File: src/rtl/text_fetch_ctrl.sv
// Character-cell text front end: prefetches one glyph row per 8-pixel cell from
// a shared single-port VRAM and hands every cycle the scan-out does not need to a host writer.
module text_fetch_ctrl #(
  parameter int COLS = 80,
  parameter int ROWS = 30
) (
  input  logic        Clk,
  input  logic        Reset,
  input  logic [9:0]  DrawX,
  input  logic [9:0]  DrawY,
  input  logic        host_req,
  input  logic [11:0] host_addr,
  input  logic [7:0]  host_wdata,
  output logic        host_ack,
  output logic [11:0] vram_addr,
  output logic        vram_we,
  output logic [7:0]  vram_wdata,
  input  logic [7:0]  vram_rdata,
  output logic [10:0] font_addr,
  input  logic [7:0]  font_data,
  output logic        pixel_on
);

  localparam logic [11:0] CELLS     = 12'(COLS * ROWS);
  localparam logic [7:0]  COLS_W    = 8'(COLS);
  localparam logic [9:0]  ACT_PIX   = 10'(COLS * 8);
  localparam logic [9:0]  ACT_LINES = 10'(ROWS * 16);
  localparam logic [9:0]  LAST_X    = 10'd792;
  localparam logic [9:0]  LAST_Y    = 10'd524;

  typedef enum logic [1:0] {
    ST_IDLE    = 2'd0,
    ST_VGA_RD  = 2'd1,
    ST_HOST_WR = 2'd2
  } arb_state_t;

  arb_state_t  state_s;
  arb_state_t  state_r;
  logic [2:0]  phase_s;
  logic [7:0]  tgt_col_s;
  logic [9:0]  tgt_line_s;
  logic        fetch_s;
  logic        vga_slot_s;
  logic        active_s;

  logic [7:0]  code_r;
  logic [3:0]  font_line_r;
  logic        code_vld_r;
  logic [7:0]  next_row_r;
  logic        row_vld_r;
  logic [7:0]  shift_r;
  logic        pixel_on_r;

  function automatic logic [11:0] cell_addr(input logic [9:0] line, input logic [7:0] col);
    logic [11:0] row_v;
    row_v = {6'd0, line[9:4]};
    return 12'(row_v * 12'(COLS)) + {4'd0, col};
  endfunction

  assign phase_s    = DrawX[2:0];
  assign fetch_s    = (tgt_col_s < COLS_W) && (tgt_line_s < ACT_LINES);
  assign vga_slot_s = fetch_s && ((phase_s == 3'd1) || (phase_s == 3'd2));
  assign active_s   = (DrawX < ACT_PIX) && (DrawY < ACT_LINES);

  // Target cell: the next cell on this line, or column 0 of the next line during the last cell.
  always_comb begin
    tgt_col_s  = 8'd0;
    tgt_line_s = 10'd0;
    if (DrawX < LAST_X) begin
      tgt_col_s  = {1'b0, DrawX[9:3]} + 8'd1;
      tgt_line_s = DrawY;
    end else if (DrawY == LAST_Y) begin
      tgt_col_s  = 8'd0;
      tgt_line_s = 10'd0;
    end else begin
      tgt_col_s  = 8'd0;
      tgt_line_s = DrawY + 10'd1;
    end
  end

  // Arbiter grant for the current cycle; the host is answered in the cycle it is granted.
  always_comb begin
    state_s    = ST_IDLE;
    host_ack   = 1'b0;
    vram_we    = 1'b0;
    vram_addr  = 12'd0;
    vram_wdata = 8'd0;
    if (Reset) begin
      state_s = ST_IDLE;
    end else if (vga_slot_s) begin
      state_s = ST_VGA_RD;
    end else if (host_req) begin
      state_s = ST_HOST_WR;
    end else begin
      state_s = ST_IDLE;
    end
    case (state_s)
      ST_VGA_RD: begin
        vram_addr = cell_addr(tgt_line_s, tgt_col_s);
      end
      ST_HOST_WR: begin
        host_ack   = 1'b1;
        vram_we    = (host_addr < CELLS);
        vram_addr  = host_addr;
        vram_wdata = host_wdata;
      end
      ST_IDLE: begin
        vram_addr = 12'd0;
      end
      default: begin
        vram_addr = 12'd0;
      end
    endcase
  end

  // Previous grant: lets the phase-2 latch know the read address really went out last cycle.
  always_ff @(posedge Clk or posedge Reset) begin
    if (Reset) begin
      state_r <= ST_IDLE;
    end else begin
      state_r <= state_s;
    end
  end

  // Glyph pipeline: code latch, font row latch, then the per-cell pixel shifter.
  always_ff @(posedge Clk or posedge Reset) begin
    if (Reset) begin
      code_r      <= 8'd0;
      font_line_r <= 4'd0;
      code_vld_r  <= 1'b0;
      next_row_r  <= 8'd0;
      row_vld_r   <= 1'b0;
      shift_r     <= 8'd0;
      pixel_on_r  <= 1'b0;
    end else begin
      if (phase_s == 3'd2) begin
        code_vld_r <= (state_r == ST_VGA_RD);
        if (state_r == ST_VGA_RD) begin
          code_r      <= vram_rdata;
          font_line_r <= tgt_line_s[3:0];
        end
      end
      if (phase_s == 3'd3) begin
        row_vld_r <= code_vld_r;
        if (code_vld_r) begin
          next_row_r <= font_data ^ {8{code_r[7]}};
        end
      end
      // Loading on the last phase makes pixel 0 of the new cell the MSB during phase 0.
      if (phase_s == 3'd7) begin
        shift_r <= row_vld_r ? next_row_r : 8'd0;
      end else begin
        shift_r <= {shift_r[6:0], 1'b0};
      end
      pixel_on_r <= shift_r[7] && active_s;
    end
  end

  assign font_addr = {code_r[6:0], font_line_r};
  assign pixel_on  = pixel_on_r;

endmodule

File: config.mk
export PLATFORM = sky130hd
export DESIGN_NAME = text_fetch_ctrl
export DESIGN_NICKNAME = d
export VERILOG_FILES = /design/src/rtl/text_fetch_ctrl.sv
export SDC_FILE = /design/constraint.sdc
export NUM_CORES = 1
export LEC_CHECK = 0
export CELL_PAD_IN_SITES_DETAIL_PLACEMENT = 1
export CELL_PAD_IN_SITES_GLOBAL_PLACEMENT = 1
export CORE_ASPECT_RATIO = 1.5
export CORE_UTILIZATION = 46
export DETAILED_ROUTE_END_ITERATION = 10
export DONT_BUFFER_PORTS = 1
export PLACE_DENSITY_LB_ADDON = 0.25
export RECOVER_POWER = 50
export SLEW_MARGIN = 20
export SYNTH_ARGS = -nofsm -noshare
export SYNTH_HDL_FRONTEND = slang
export SYNTH_SLANG_ARGS = --single-unit
export TNS_END_PERCENT = 100
File: constraint.sdc
create_clock -name Clk -period 4.95 [get_ports Clk]
set_input_delay 0.99 -clock Clk [delete_from_list [all_inputs] [get_ports Clk]]
set_output_delay 0.99 -clock Clk [all_outputs]
set_load 0.02 [all_outputs]
Fig. 1: run 1, cell sizes after repair
Drawn at 4 px/um.
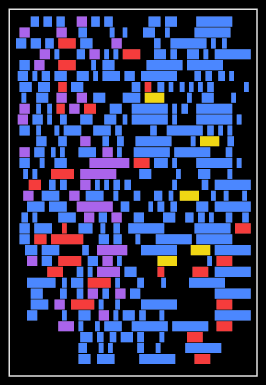
Key: _6 and larger = yellow [cells 5]; _3 and _4 cells = purple [cells 32]; _0 and _1 cells = blue [cells 231]; _2 cells = red [cells 25]

Fig. 2: run 1, ports around the boundary
Drawn at 4 px/um. Pins as bars across the die edge, other pins in grey.
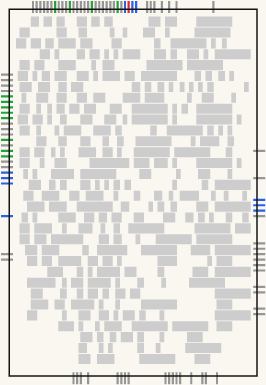
Key: vram_addr = green [pins 12, direction output, edge 8 west, 4 north]; DrawX = blue [pins 10, direction input, edge 4 west, 3 east, 3 north]; host_req = red [pins 1, direction input, edge north]

Fig. 3: run 1, placed standard cells
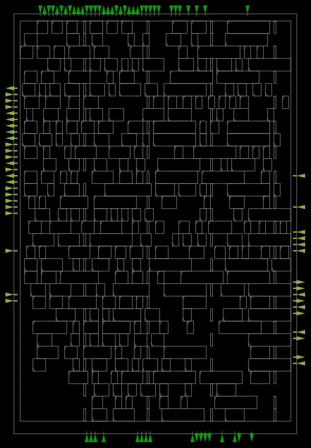
Tap Count: 68
Seq/total area: 0.295
final cell count without fillers: 361
number of placement rows: 32
area of the placeable core: 5120 um^2

[run 1: flip-flops by register name, indices dropped and copies added (netlist names)]
signal	cells
next_row_r	8
state_r	2
font_line_r	4
shift_r	8
code_vld_r	1
code_r	8
pixel_on	1
row_vld_r	1
[run 1: cell type report]
type	instances	area [um^2]	share of cell area
Clock buffer	6	72.6	0.0259
Clock inverter	2	10.0	0.00357
Inverter	7	26.3	0.00937
Multi-Input combinational cell	218	1590	0.565
Sequential cell	33	826	0.295
Tap cell	68	85.1	0.0303
Timing Repair Buffer	27	199	0.0710
[run 1: power groups by stage]
stage	combinational (W)	clock (W)	sequential, W
floorplan	0.000165	0	0.000319
global placement	0.000183	0	0.000339
detailed placement	0.000190	0	0.000341
CTS	0.000197	0.000194	0.000336
global route	0.000229	0.000203	0.000339
finish	0.000206	0.000187	0.000335
[run 1: layer usage]
layer  global-route usage  vias up
met5                    0        -
met4                0.104        0
met3               0.0513       12
met2                0.447       56
met1                0.224      995
li1                     -      973
[run 1: per-stage QoR]
step	power [W]	instance area [um^2]	setup WS, ns
final	0.000728	2800	0.0232
after global routing	0.000771	2800	-0.148
after CTS	0.000727	2740	0.00106
after detailed placement	0.000530	2630	-0.137
after global placement	0.000522	2630	-0.0368
after floorplan	0.000484	2450	0.00269
[run 1: kinds of logic after synthesis]
logic type,count (synthesis),synth area share
AOI/OAI and AO/OA,56,0.153
xor gates and xnor gates,26,0.0962
adders and majority gates,19,0.103
buffers and inverters,24,0.0476
DFF,33,0.338
muxes,9,0.0414
other,1,0.00153
and+or+nand+nor,107,0.219
[run 1: worst min-delay path by stage]
stage                       to  slack (ns)
CTS                 shift_r[3]        0.48
detailed placement  shift_r[7]        0.46
floorplan           shift_r[1]        0.43
global placement    shift_r[3]        0.44
finish              shift_r[3]        0.47
global route        shift_r[1]        0.49
==> GITHUB_STEP_SUMMARY, run 1 <==
### Metrics collected by this job

| Metric | Value |
|---|---|
| Run status | `complete, no violations` |
| Yosys synthesis chip area | `between 2000 and 2500 um^2` |
| Clock slew at the register clock pins of the worst setup and hold paths | `0.07 ns` |
| FF-to-FF End | `font_line_r[3]` |
| Setup crit end kind | `output pin` |
| Diode insertion count for antenna repair | `0` |
| Pwr dens | `about 260 nW/um^2` |
| Number of global-route vias before repair | `roughly 2200` |
| Vias after detailed routing | `2036` |
| Number of instances in the synthesized netlist | `~280` |
| Cell type contributing the most total cell area after synthesis | `sky130_fd_sc_hd__dfrtp_1` |
| Width of the die | `~62 um` |
| Worst path max stage delay | `0.38 ns` |
| Crit path from | `DrawX[3]` |
| Cell Int Power | `slightly below 0.0005 W` |
| Critical Path, Cell by Cell | `a2111oi_4, buf_4, buf_4, nor4_4, nand3_1, xnor2_2, ha_1, ha_1, fa_2, xor2_2, nand2_2, nor4_2, xor2_1, xnor2_1, o31ai_2, buf_4` |
| Detail-routed via count per cell | `5.64` |
| Most common logic cells in the final layout | `40 x sky130_fd_sc_hd__nand2_1, 33 x sky130_fd_sc_hd__dfrtp_1, 26 x sky130_fd_sc_hd__buf_4` |
| Count of endpoints failing hold in the final timing report | `0` |
| Capture point of the critical path | `vram_addr[11]` |
| Crit start category | `input port` |
| Biggest area contributors in the synthesized netlist | `sky130_fd_sc_hd__dfrtp_1 34%, sky130_fd_sc_hd__ha_1 8.7%, sky130_fd_sc_hd__xnor2_1 6.4%` |
| Least-Margin Pin Slew | `1.35 ns` |
| Cell with the most instances on the worst path | `sky130_fd_sc_hd__buf_4` |
| Wire length reported by the detailed router | `between 6000 and 7000 um` |
| Proportion of power drawn by combinational gates | `0.283` |
| Launch instance of the worst min-delay path | `shift_r[2]` |
| Buffers inserted by post-CTS timing repair | `1` |
| Crit-path slowest cell | `sky130_fd_sc_hd__fa_2` |
| Critical R2R Launch | `state_r[1]` |
| Cell total in the yosys stat output | `between 200 and 300` |
| Psw | `roughly 0.00023 W` |
| Timing-limited maximum frequency | `a little over 0.2 GHz` |
| Start-to-end type of the worst setup path | `input port to output pin` |
| Fraction of the core area covered by cells at the end of the flow | `0.547` |
| TritonCTS clock tree | `yes` |
| Clock latency on the worst-skew pair | `roughly 0.28 ns` |
| Sequential group share of total power | `0.460` |
| OpenROAD warning count | `29` |
| DRC marker count from the first detailed-route iteration | `70` |
| Maximum Capacitance Violations | `0` |
| Peak VDD IR | `0.100 mV` |
| Most used standard cells in the synthesized netlist | `41 x sky130_fd_sc_hd__nand2_1, 33 x sky130_fd_sc_hd__dfrtp_1, 24 x sky130_fd_sc_hd__nor2_1, 22 x sky130_fd_sc_hd__o21ai_0, 18 x sky130_fd_sc_hd__xnor2_1` |
| Global routing usage summed across all routing layers | `0.236` |
| Netlist area before placement | `roughly 2400 um^2` |
| Wl on met1 | `about 2200 um` |
| Cell count after placement | `roughly 350` |
| Global-route wire length before repair | `approximately 10000 um` |
| Most common library cell in the layout ignoring fill and taps | `sky130_fd_sc_hd__nand2_1` |
| Number of antenna violations at the first check in global routing | `0` |
| Final weighted congestion of routability-driven global placement | `approximately 0.78` |
| Maximum number of pins on one net before global-route repair | `27` |
| Share of total power consumed by net switching | `0.321` |
| Estimated wirelength of the detail-placed design | `5100 um` |
| Final count of pins violating max slew | `0` |
| WHS Path Cells | `2` |
Fig. 4: run 1, port wiring
Drawn at 3 px/um.
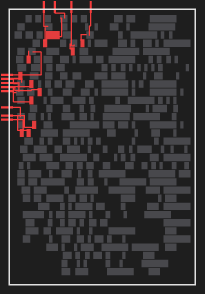

==> run 2, diff against run 1 <==
--- a/config.mk
+++ b/config.mk
@@ -11,6 +11,7 @@
 export CORE_UTILIZATION = 46
 export DETAILED_ROUTE_END_ITERATION = 10
 export DONT_BUFFER_PORTS = 1
+export GPL_TIMING_DRIVEN = 0
 export PLACE_DENSITY_LB_ADDON = 0.25
 export RECOVER_POWER = 50
 export SLEW_MARGIN = 20
Fig. 5: run 2, port wiring
Drawn at 3 px/um.
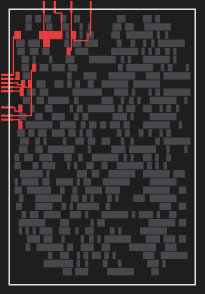
Key: vram_addr = red [direction output, end cells 12, buffers 0, wire 116 um]

Fig. 6: run 2, placed standard cells
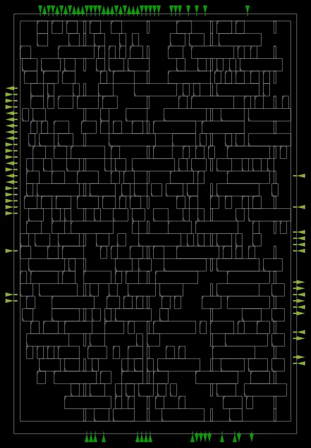
Seq/total area: 0.291
final cell count without fillers: 357

Fig. 7: run 2, ports around the boundary
Drawn at 4 px/um. Pins as bars across the die edge, other pins in grey.
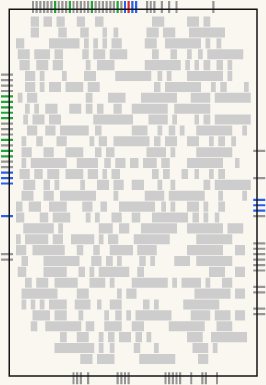
Key: host_req = red [pins 1, direction input, edge north]; vram_addr = green [pins 12, direction output, edge 8 west, 4 north]; DrawX = blue [pins 10, direction input, edge 4 west, 3 east, 3 north]

==> run 2 against run 1 <==
Effect of this change:
- the flow now finishes with violations (setup timing)
- final cell count decreased by 1.1%
- critical path type unchanged
- die size did not move
- critical endpoint unchanged
- via count shrank 1.8%
==> GITHUB_STEP_SUMMARY, run 2 <==
### Metrics collected by this job

| Metric | Value |
|---|---|
| Cell total in the yosys stat output | `275` |
| Post-synthesis sequential element count | `33` |
| Maximum number of pins on one net before global-route repair | `37` |
| DRC marker count from the first detailed-route iteration | `around 85` |
| Most congested layer reported by global routing | `met2` |
| Width of the die | `slightly above 60 um` |
| Diode insertion count for antenna repair | `0` |
| Number of global-route vias before repair | `between 2000 and 2500` |
| Biggest area contributors in the synthesized netlist | `sky130_fd_sc_hd__dfrtp_1 34%, sky130_fd_sc_hd__ha_1 8.7%, sky130_fd_sc_hd__xnor2_1 6.4%` |
| Met2 capacity usage during global routing | `0.424` |
| Least-Margin Pin Slew | `1.32 ns` |
| Global-route wire length before repair | `approximately 9700 um` |
| CTS root buffer | `sky130_fd_sc_hd__clkbuf_8` |
| I/O pins | `just over 90` |
| Wl on met1 | `2190 um` |
| Detail-routed via count per cell | `5.60` |
| Regs by FF count | `code_r (8), next_row_r (8), shift_r (8)` |
| Most common library cell in the layout ignoring fill and taps | `sky130_fd_sc_hd__nand2_1` |
| Timing-limited maximum frequency | `approximately 0.20 GHz` |
| Number of antenna violations at the first check in global routing | `0` |
| Worst setup slack before clock tree synthesis | `-0.409 ns` |
| Critical Path, Cell by Cell | `a2111oi_4, buf_4, nor3_4, and4_4, xnor2_4, inv_2, ha_2, ha_4, fa_2, nand2_2, nor4_4, xor2_1, xnor2_2, o31ai_4` |
| Fraction of the core area covered by cells at the end of the flow | `0.554` |
| Maximum count of clock buffers along a single path | `2` |
| Area of the placeable core | `5120 um^2` |
| Start-to-end type of the worst setup path | `input port to output pin` |
| Cell count after placement | `343` |
| GRT met1 Usage | `0.242` |
| Final count of pins violating max slew | `0` |
| Global routing usage summed across all routing layers | `0.231` |
| Vias after detailed routing | `2000` |
| TritonCTS clock tree | `yes` |
| Power consumption | `0.000770 W` |
| Failing checks | `setup timing` |
| Maximum level of the CTS H-tree | `2` |
| Pwr dens | `about 270 nW/um^2` |
| Most used standard cells in the synthesized netlist | `41 x sky130_fd_sc_hd__nand2_1, 33 x sky130_fd_sc_hd__dfrtp_1, 24 x sky130_fd_sc_hd__nor2_1, 22 x sky130_fd_sc_hd__o21ai_0, 18 x sky130_fd_sc_hd__xnor2_1` |
| Crit-path slowest cell | `sky130_fd_sc_hd__fa_2` |
| Routing usage on met3 | `0.0556` |
| Peak VDD IR | `around 0.12 mV` |
| Final weighted congestion of routability-driven global placement | `0.786` |
| Maximum Capacitance Violations | `0` |
| Cell type contributing the most total cell area after synthesis | `sky130_fd_sc_hd__dfrtp_1` |
| Count of endpoints failing hold in the final timing report | `0` |
| Wire length reported by the detailed router | `6280 um` |
| Clock slew at the register clock pins of the worst setup and hold paths | `about 0.07 ns` |
| Slew HR | `0.119` |
| Total length of routed met2 wires | `approximately 3600 um` |
| Setup crit end kind | `output pin` |
| Fraction of the cycle the final worst path needs | `1.00` |
| Cell area after layout | `2840 um^2` |
| # setup viols final | `1` |
| Number of different library cells in the post-synthesis netlist | `between 40 and 50` |
| Netlist area before placement | `2450 um^2` |
| Number of instances in the synthesized netlist | `between 200 and 300` |
| Clock latency on the worst-skew pair | `between 0.2 and 0.3 ns` |
| Yosys synthesis chip area | `between 2000 and 2500 um^2` |
| Estimated wirelength of the detail-placed design | `roughly 4800 um` |
| Crit start category | `input port` |
| Worst path max stage delay | `0.57 ns` |
| Cell area after placement | `2540 um^2` |
| Cell leakage power | `1.21 nW` |
| Number of placement rows | `32` |
| OpenROAD warning count | `30` |
| Final WS setup | `-0.0198 ns` |
| Most common logic cells in the final layout | `39 x sky130_fd_sc_hd__nand2_1, 33 x sky130_fd_sc_hd__dfrtp_1, 22 x sky130_fd_sc_hd__o21ai_0, 22 x sky130_fd_sc_hd__nor2_1, 16 x sky130_fd_sc_hd__xnor2_1` |
| Run status | `complete, but fails checks` |
[run 2: cell counts after synthesis]
Identical to the previous run, type by type.
[run 2: logic make-up after synthesis]
kind of cell / share of synthesized area
other: 0.00153
buffers and inverters: 0.0476
and+or+nand+nor: 0.219
DFF: 0.338
muxes: 0.0414
adders and majority gates: 0.103
xor gates and xnor gates: 0.0962
AOI/OAI and AO/OA: 0.153
[run 2: final cells by class]
type                    count  area (um^2)  share of cell area
well taps                  68         85.1              0.0300
clock inverters             1         5.00             0.00176
clock buffers               7         96.3              0.0339
flip-flops and latches     33          826               0.291
inverters                   7         26.3             0.00925
multi-input cells         218         1670               0.586
repair buffers              7         52.6              0.0185
plain buffers              16         83.8              0.0295
[run 2: where the power goes]
| part | leakage, nW | switching [W] | internal [W] |
|---|---|---|---|
| clock network | 0.0542 | 0.0000926 | 0.000126 |
| registers | 0.450 | 0.0000199 | 0.000298 |
| logic | 0.706 | 0.000129 | 0.000105 |
| total | 1.21 | 0.000242 | 0.000528 |
[run 2: timing repair]
action / CTS / global route
setup endpoints to repair: 4 / 8
buffers inserted: 4 / 3
pin swaps: 6 / 2
resized: 14 / 13
[run 2: worst paths after layout]
path / start / to / slack [ns] / cells after the start
min in group asynchronous: Reset / next_row_r[1] / 0.97 / 1
max in group asynchronous: Reset / code_r[5] / 3.19 / 1
worst min-delay path: shift_r[5] / shift_r[6] / 0.46 / 2
worst max-delay path: DrawX[4] / vram_addr[11] / -0.02 / 14
worst min register to register: shift_r[5] / shift_r[6] / 0.46 / 2
worst max register to register: state_r[1] / code_r[1] / 3.10 / 4
Power figures rest on the tool's default switching activity, not on a simulated workload.
